[src/rtl/mips_pkg.sv]
// rtl/mips_pkg.sv - shared opcode encodings, MDU state type and constants
package mips_pkg;

  localparam logic [1:0] OP_MULT  = 2'b00;
  localparam logic [1:0] OP_MULTU = 2'b01;
  localparam logic [1:0] OP_DIV   = 2'b10;
  localparam logic [1:0] OP_DIVU  = 2'b11;

  localparam logic [31:0] DIVZERO_LO = 32'hFFFFFFFF;

  typedef enum logic [1:0] {
    ST_IDLE = 2'd0,
    ST_CALC = 2'd1,
    ST_FIX  = 2'd2,
    ST_DONE = 2'd3
  } mdu_state_t;

  // MULT and DIV work on signed operands; bit 0 of the opcode marks the unsigned forms
  function automatic logic is_signed_op(input logic [1:0] op);
    return ~op[0];
  endfunction

  // bit 1 of the opcode selects the divide family
  function automatic logic is_div_op(input logic [1:0] op);
    return op[1];
  endfunction

endpackage

[src/rtl/mdu_datapath.sv]
// rtl/mdu_datapath.sv - MDU accumulator, iteration counter and shift-add / restoring-divide step
module mdu_datapath
  import mips_pkg::*;
#(
  parameter int WIDTH = 32,
  localparam int CW   = $clog2(WIDTH) + 1
) (
  input  logic               clk,
  input  logic               rst_n,
  input  logic               load,
  input  logic               step,
  input  logic               is_div,
  input  logic [WIDTH-1:0]   mag_a,
  input  logic [WIDTH-1:0]   mag_b,
  output logic [2*WIDTH-1:0] acc,
  output logic               cnt_done
);

  logic [WIDTH-1:0]   op_a;
  logic [WIDTH-1:0]   op_b;
  logic [CW-1:0]      cnt;
  logic [CW-2:0]      idx;
  logic [CW-2:0]      ridx;
  logic [WIDTH:0]     mul_sum;
  logic [WIDTH:0]     rem_shift;
  logic [WIDTH-1:0]   rem_sub;
  logic               no_borrow;
  logic [2*WIDTH-1:0] acc_next;

  // the counter runs 0..WIDTH; its top bit marks that every iteration has been done
  assign idx      = cnt[CW-2:0];
  assign ridx     = ~idx;
  assign cnt_done = cnt[CW-1];

  // one iteration: multiply adds the multiplicand into the high half and shifts right,
  // divide shifts the next dividend bit into the partial remainder and trial-subtracts
  always_comb begin
    mul_sum   = {1'b0, acc[2*WIDTH-1:WIDTH]} + (op_b[idx] ? {1'b0, op_a} : '0);
    rem_shift = {acc[2*WIDTH-1:WIDTH], op_a[ridx]};
    no_borrow = (rem_shift >= {1'b0, op_b});
    // when the subtraction succeeds the true difference is below op_b, so WIDTH bits suffice
    rem_sub   = rem_shift[WIDTH-1:0] - op_b;
    acc_next  = {mul_sum, acc[WIDTH-1:1]};
    if (is_div) begin
      if (no_borrow) begin
        acc_next = {rem_sub, acc[WIDTH-2:0], 1'b1};
      end else begin
        acc_next = {rem_shift[WIDTH-1:0], acc[WIDTH-2:0], 1'b0};
      end
    end
  end

  // operand capture at launch, then one step per CALC cycle
  always_ff @(posedge clk or negedge rst_n) begin
    if (!rst_n) begin
      op_a <= '0;
      op_b <= '0;
      acc  <= '0;
      cnt  <= '0;
    end else if (load) begin
      op_a <= mag_a;
      op_b <= mag_b;
      acc  <= '0;
      cnt  <= '0;
    end else if (step) begin
      acc  <= acc_next;
      cnt  <= cnt + 1'b1;
    end
  end

endmodule

[src/rtl/mdu_hilo.sv]
// rtl/mdu_hilo.sv - iterative multiply/divide unit with HI/LO registers and Busy/Done handshake
module mdu_hilo
  import mips_pkg::*;
#(
  parameter int WIDTH = 32
) (
  input  logic             clk,
  input  logic             rst_n,
  input  logic             Start,
  input  logic [1:0]       Op,
  input  logic [WIDTH-1:0] A,
  input  logic [WIDTH-1:0] B,
  input  logic             WrHI,
  input  logic             WrLO,
  input  logic [WIDTH-1:0] WD,
  output logic [WIDTH-1:0] HI,
  output logic [WIDTH-1:0] LO,
  output logic             Busy,
  output logic             Done
);

  mdu_state_t         state;
  mdu_state_t         state_next;
  logic               launch;
  logic               busy_int;
  logic [1:0]         op_q;
  logic               sign_a;
  logic               sign_b;
  logic               b_zero;
  logic [WIDTH-1:0]   a_raw;
  logic [2*WIDTH-1:0] acc;
  logic               cnt_done;
  logic [WIDTH-1:0]   mag_a;
  logic [WIDTH-1:0]   mag_b;
  logic [WIDTH-1:0]   fix_hi;
  logic [WIDTH-1:0]   fix_lo;
  logic               sgn;

  function automatic logic [WIDTH-1:0] magnitude(input logic [WIDTH-1:0] x, input logic signed_op);
    return (signed_op && x[WIDTH-1]) ? -x : x;
  endfunction

  assign busy_int = (state == ST_CALC) || (state == ST_FIX);
  assign launch   = Start && !busy_int;
  assign Busy     = busy_int;
  assign Done     = (state == ST_DONE);
  assign mag_a    = magnitude(A, is_signed_op(Op));
  assign mag_b    = magnitude(B, is_signed_op(Op));
  assign sgn      = is_signed_op(op_q);

  mdu_datapath #(.WIDTH(WIDTH)) u_datapath (
    .clk      (clk),
    .rst_n    (rst_n),
    .load     (launch),
    .step     ((state == ST_CALC) && !cnt_done),
    .is_div   (is_div_op(op_q)),
    .mag_a    (mag_a),
    .mag_b    (mag_b),
    .acc      (acc),
    .cnt_done (cnt_done)
  );

  // state register
  always_ff @(posedge clk or negedge rst_n) begin
    if (!rst_n) begin
      state <= ST_IDLE;
    end else begin
      state <= state_next;
    end
  end

  // next-state: CALC waits for the datapath to finish all iterations, FIX is a single cycle
  always_comb begin
    state_next = state;
    unique case (state)
      ST_IDLE: if (Start) state_next = ST_CALC;
      ST_CALC: if (cnt_done) state_next = ST_FIX;
      ST_FIX:  state_next = ST_DONE;
      ST_DONE: state_next = Start ? ST_CALC : ST_IDLE;
      default: state_next = ST_IDLE;
    endcase
  end

  // launch-time capture of opcode, signs and the raw dividend for the divide-by-zero result
  always_ff @(posedge clk or negedge rst_n) begin
    if (!rst_n) begin
      op_q   <= OP_MULT;
      sign_a <= 1'b0;
      sign_b <= 1'b0;
      b_zero <= 1'b0;
      a_raw  <= '0;
    end else if (launch) begin
      op_q   <= Op;
      sign_a <= A[WIDTH-1];
      sign_b <= B[WIDTH-1];
      b_zero <= (B == '0);
      a_raw  <= A;
    end
  end

  // sign correction of the unsigned magnitude result, plus the divide-by-zero override
  always_comb begin
    fix_hi = acc[2*WIDTH-1:WIDTH];
    fix_lo = acc[WIDTH-1:0];
    if (is_div_op(op_q)) begin
      if (b_zero) begin
        fix_hi = a_raw;
        fix_lo = DIVZERO_LO[WIDTH-1:0];
      end else begin
        if (sgn && (sign_a ^ sign_b)) fix_lo = -acc[WIDTH-1:0];
        if (sgn && sign_a)            fix_hi = -acc[2*WIDTH-1:WIDTH];
      end
    end else if (sgn && (sign_a ^ sign_b)) begin
      {fix_hi, fix_lo} = -acc;
    end
  end

  // HI/LO: result written on FIX->DONE, direct writes only while not busy
  always_ff @(posedge clk or negedge rst_n) begin
    if (!rst_n) begin
      HI <= '0;
      LO <= '0;
    end else if (state == ST_FIX) begin
      HI <= fix_hi;
      LO <= fix_lo;
    end else if (!busy_int) begin
      if (WrHI) HI <= WD;
      if (WrLO) LO <= WD;
    end
  end

endmodule

[config.mk]
export PLATFORM = sky130hd
export DESIGN_NAME = mdu_hilo
export DESIGN_NICKNAME = d
export VERILOG_FILES = /design/src/rtl/mips_pkg.sv /design/src/rtl/mdu_datapath.sv /design/src/rtl/mdu_hilo.sv
export SDC_FILE = /design/constraint.sdc
export NUM_CORES = 1
export LEC_CHECK = 0
export CAP_MARGIN = 20
export CORE_AREA = 5 5 144 249
export DETAILED_ROUTE_END_ITERATION = 10
export DIE_AREA = 0 0 149 254
export PLACE_DENSITY = 0.76
export SLEW_MARGIN = 30
export SYNTH_ARGS = -nofsm -noshare
export SYNTH_HDL_FRONTEND = slang
export SYNTH_SLANG_ARGS = --single-unit
[constraint.sdc]
create_clock -name clk -period 5.35 [get_ports clk]
set_clock_uncertainty 0.2 [all_clocks]
set_input_delay 1.3375 -clock clk [delete_from_list [all_inputs] [get_ports clk]]
set_output_delay 1.3375 -clock clk [all_outputs]
set_load 0.05 [all_outputs]
logic_types.png
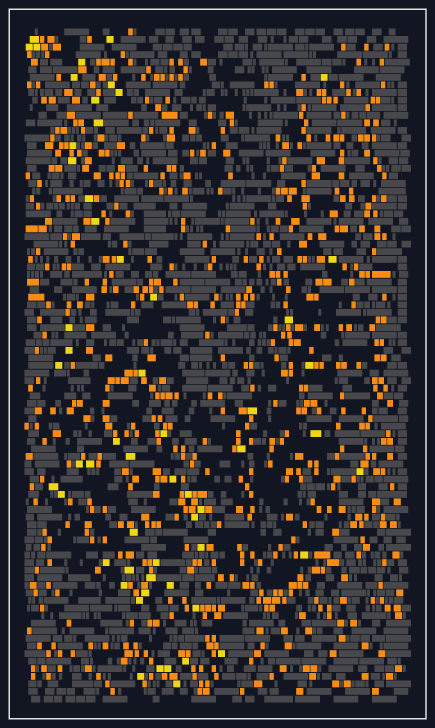
yellow -> non-inverting ao/oa cells  # cells 57, most used a21o_1
orange -> aoi and oai cells  # cells 644, most used o21ai_0, where spread over the die
combinational share of cell area: 0.539
most frequent logic cell in the layout: nand2_1
Final Non-Filler Cells: 2,845

clocks.png
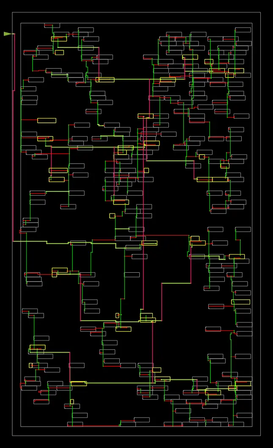
Clk Latency, worst-skew pair: 0.57 ns
flop count: 235

io_fan.png
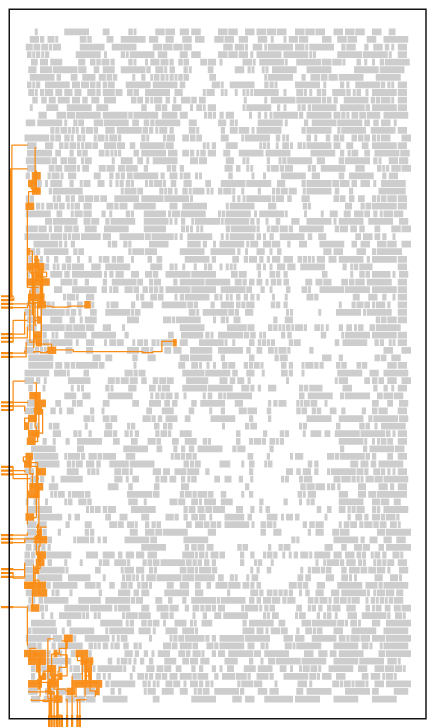
orange -> `B`  # bits 32, direction input, end cells 70, buffers 32, wire 1,280 um
I/O pin total: 169
Port Buffers: 168

clk_routes.png
The bar under the picture is 50 um long.
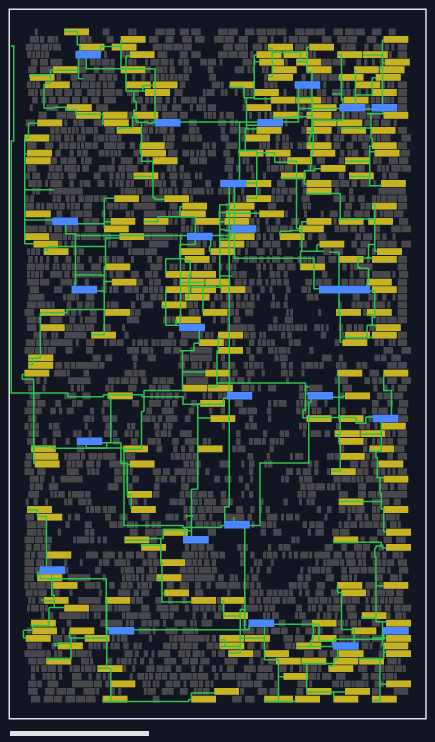
yellow -> flip-flops  # count 235
blue -> clock drivers  # count 25
green -> clock wires  # length 3,570 um
routed clock nets = 26
P_clk: 0.00194 W
clock network power share: 0.112

==> run summary <==
run metrics: gate count of the mapped netlist 2,262, outcome completed, Yosys reg bits 235, Synth Net Count 2,442, predominant post-synthesis flop cell dfrtp_1, mapped cell area 18,100 um2, Crit path depth 18, Setup Fix Bufs, Post-CTS 0, critical path fanouts, max 19, Hold-fix buffers, CTS 0, initial antenna violation count 2, slowest cell delay on critical path 0.56 ns, CP dominant cell by count buf_4, simple share 0.205, peak supply drop 0.000439 V, gr usage total 0.390, Tmin final 5.07 ns, Final Util 0.635, YS chip area 18,100 um2, Slew Limit Fails 0, final worst slack 0.283 ns, CP Class flip-flop to flip-flop, flop share of the area 0.276, Reg clk slew, reported paths 0.07 ns, DR iter-0 viols 1,362, Slowest cell on crit path mux4_2, Signal inverters 65
-- final timing paths --
check	slack [ns]	from	end
max in group asynchronous	3.28	rst_n	b_zero
min in group asynchronous	0.60	rst_n	u_datapath.acc[3]
worst min-delay path	0.27	LO[1]	LO[1]
worst min register to register	0.27	LO[1]	LO[1]
worst max register to register	0.28	u_datapath.cnt[0]	u_datapath.acc[63]
worst max-delay path	0.28	u_datapath.cnt[0]	u_datapath.acc[63]
-- flip-flops by register name, summed over array words and instances, names as in the netlist --
name and count:
b_zero 1, u_datapath.op_a 32, u_datapath.op_b 32, u_datapath.cnt 6
state 2, HI 32, op_q 2, u_datapath.acc 64
a_raw 30, sign_b 1, LO 32, sign_a 1
-- kinds of logic after synthesis --
| kind of cell | Yosys count |
|---|---|
| XOR/XNOR | 175 |
| AND/OR/NAND/NOR | 789 |
| multiplexers | 69 |
| flip-flops | 235 |
| buffers and inverters | 216 |
| adder cells (fa/ha/maj) | 77 |
| AND-OR/OR-AND | 701 |
-- layer usage --
layer / track usage / wire length, um / vias up
li1: - / - / 8340
met1: 0.364 / 23400 / 8751
met2: 0.709 / 38400 / 878
met3: 0.0553 / 4140 / 378
met4: 0.370 / 8980 / 0
met5: 0 / 0 / -
-- synth_stat cells (5+ instances only) --
master / count / area share
nor3b_1: 17 / 0.0070
nand4_1: 20 / 0.0069
inv_1: 65 / 0.013
clkbuf_1: 131 / 0.027
o31ai_1: 21 / 0.0087
and3_1: 12 / 0.0041
or3_1: 28 / 0.0097
o21ai_1: 37 / 0.010
nor3_1: 42 / 0.012
a31oi_1: 29 / 0.010
buf_2: 5 / 0.0014
nor4_1: 19 / 0.0065
o221ai_1: 9 / 0.0043
o21bai_1: 11 / 0.0045
a21o_1: 29 / 0.012
xor2_1: 80 / 0.039
ha_1: 75 / 0.052
or4_4: 5 / 0.0031
nand3_1: 30 / 0.0083
a21oi_1: 171 / 0.047
mux2i_1: 45 / 0.025
a221oi_1: 12 / 0.0058
o21ai_0: 206 / 0.057
and4_1: 5 / 0.0024
o22ai_1: 42 / 0.014
and2_1: 8 / 0.0028
o21a_1: 8 / 0.0033
nand2b_1: 25 / 0.0086
nand2_1: 326 / 0.067
nor2_1: 179 / 0.037
or4_1: 7 / 0.0029
a211oi_1: 48 / 0.020
buf_1: 15 / 0.0031
xnor2_1: 95 / 0.046
dfrtp_1: 235 / 0.32
o211ai_1: 20 / 0.0083
nor2b_1: 48 / 0.017
o41ai_1: 6 / 0.0029
mux4_2: 20 / 0.025
-- cells in the final DEF (no fill, tap or decap), types with 42 or more instances in the layout --
| cell type | synthesis | layout |
|---|---|---|
| a211oi_1 | 48 | 48 |
| a21oi_1 | 171 | 171 |
| buf_4 | 0 | 59 |
| clkdlybuf4s50_1 | 0 | 167 |
| dfrtp_1 | 235 | 234 |
| ha_1 | 75 | 74 |
| inv_1 | 65 | 65 |
| mux2i_1 | 45 | 44 |
| nand2_1 | 326 | 326 |
| nor2_1 | 179 | 178 |
| nor2b_1 | 48 | 46 |
| nor3_1 | 42 | 42 |
| o21ai_0 | 206 | 204 |
| o22ai_1 | 42 | 42 |
| xnor2_1 | 95 | 95 |
| xor2_1 | 80 | 80 |
Power figures rest on the tool's default switching activity, not on a simulated workload.
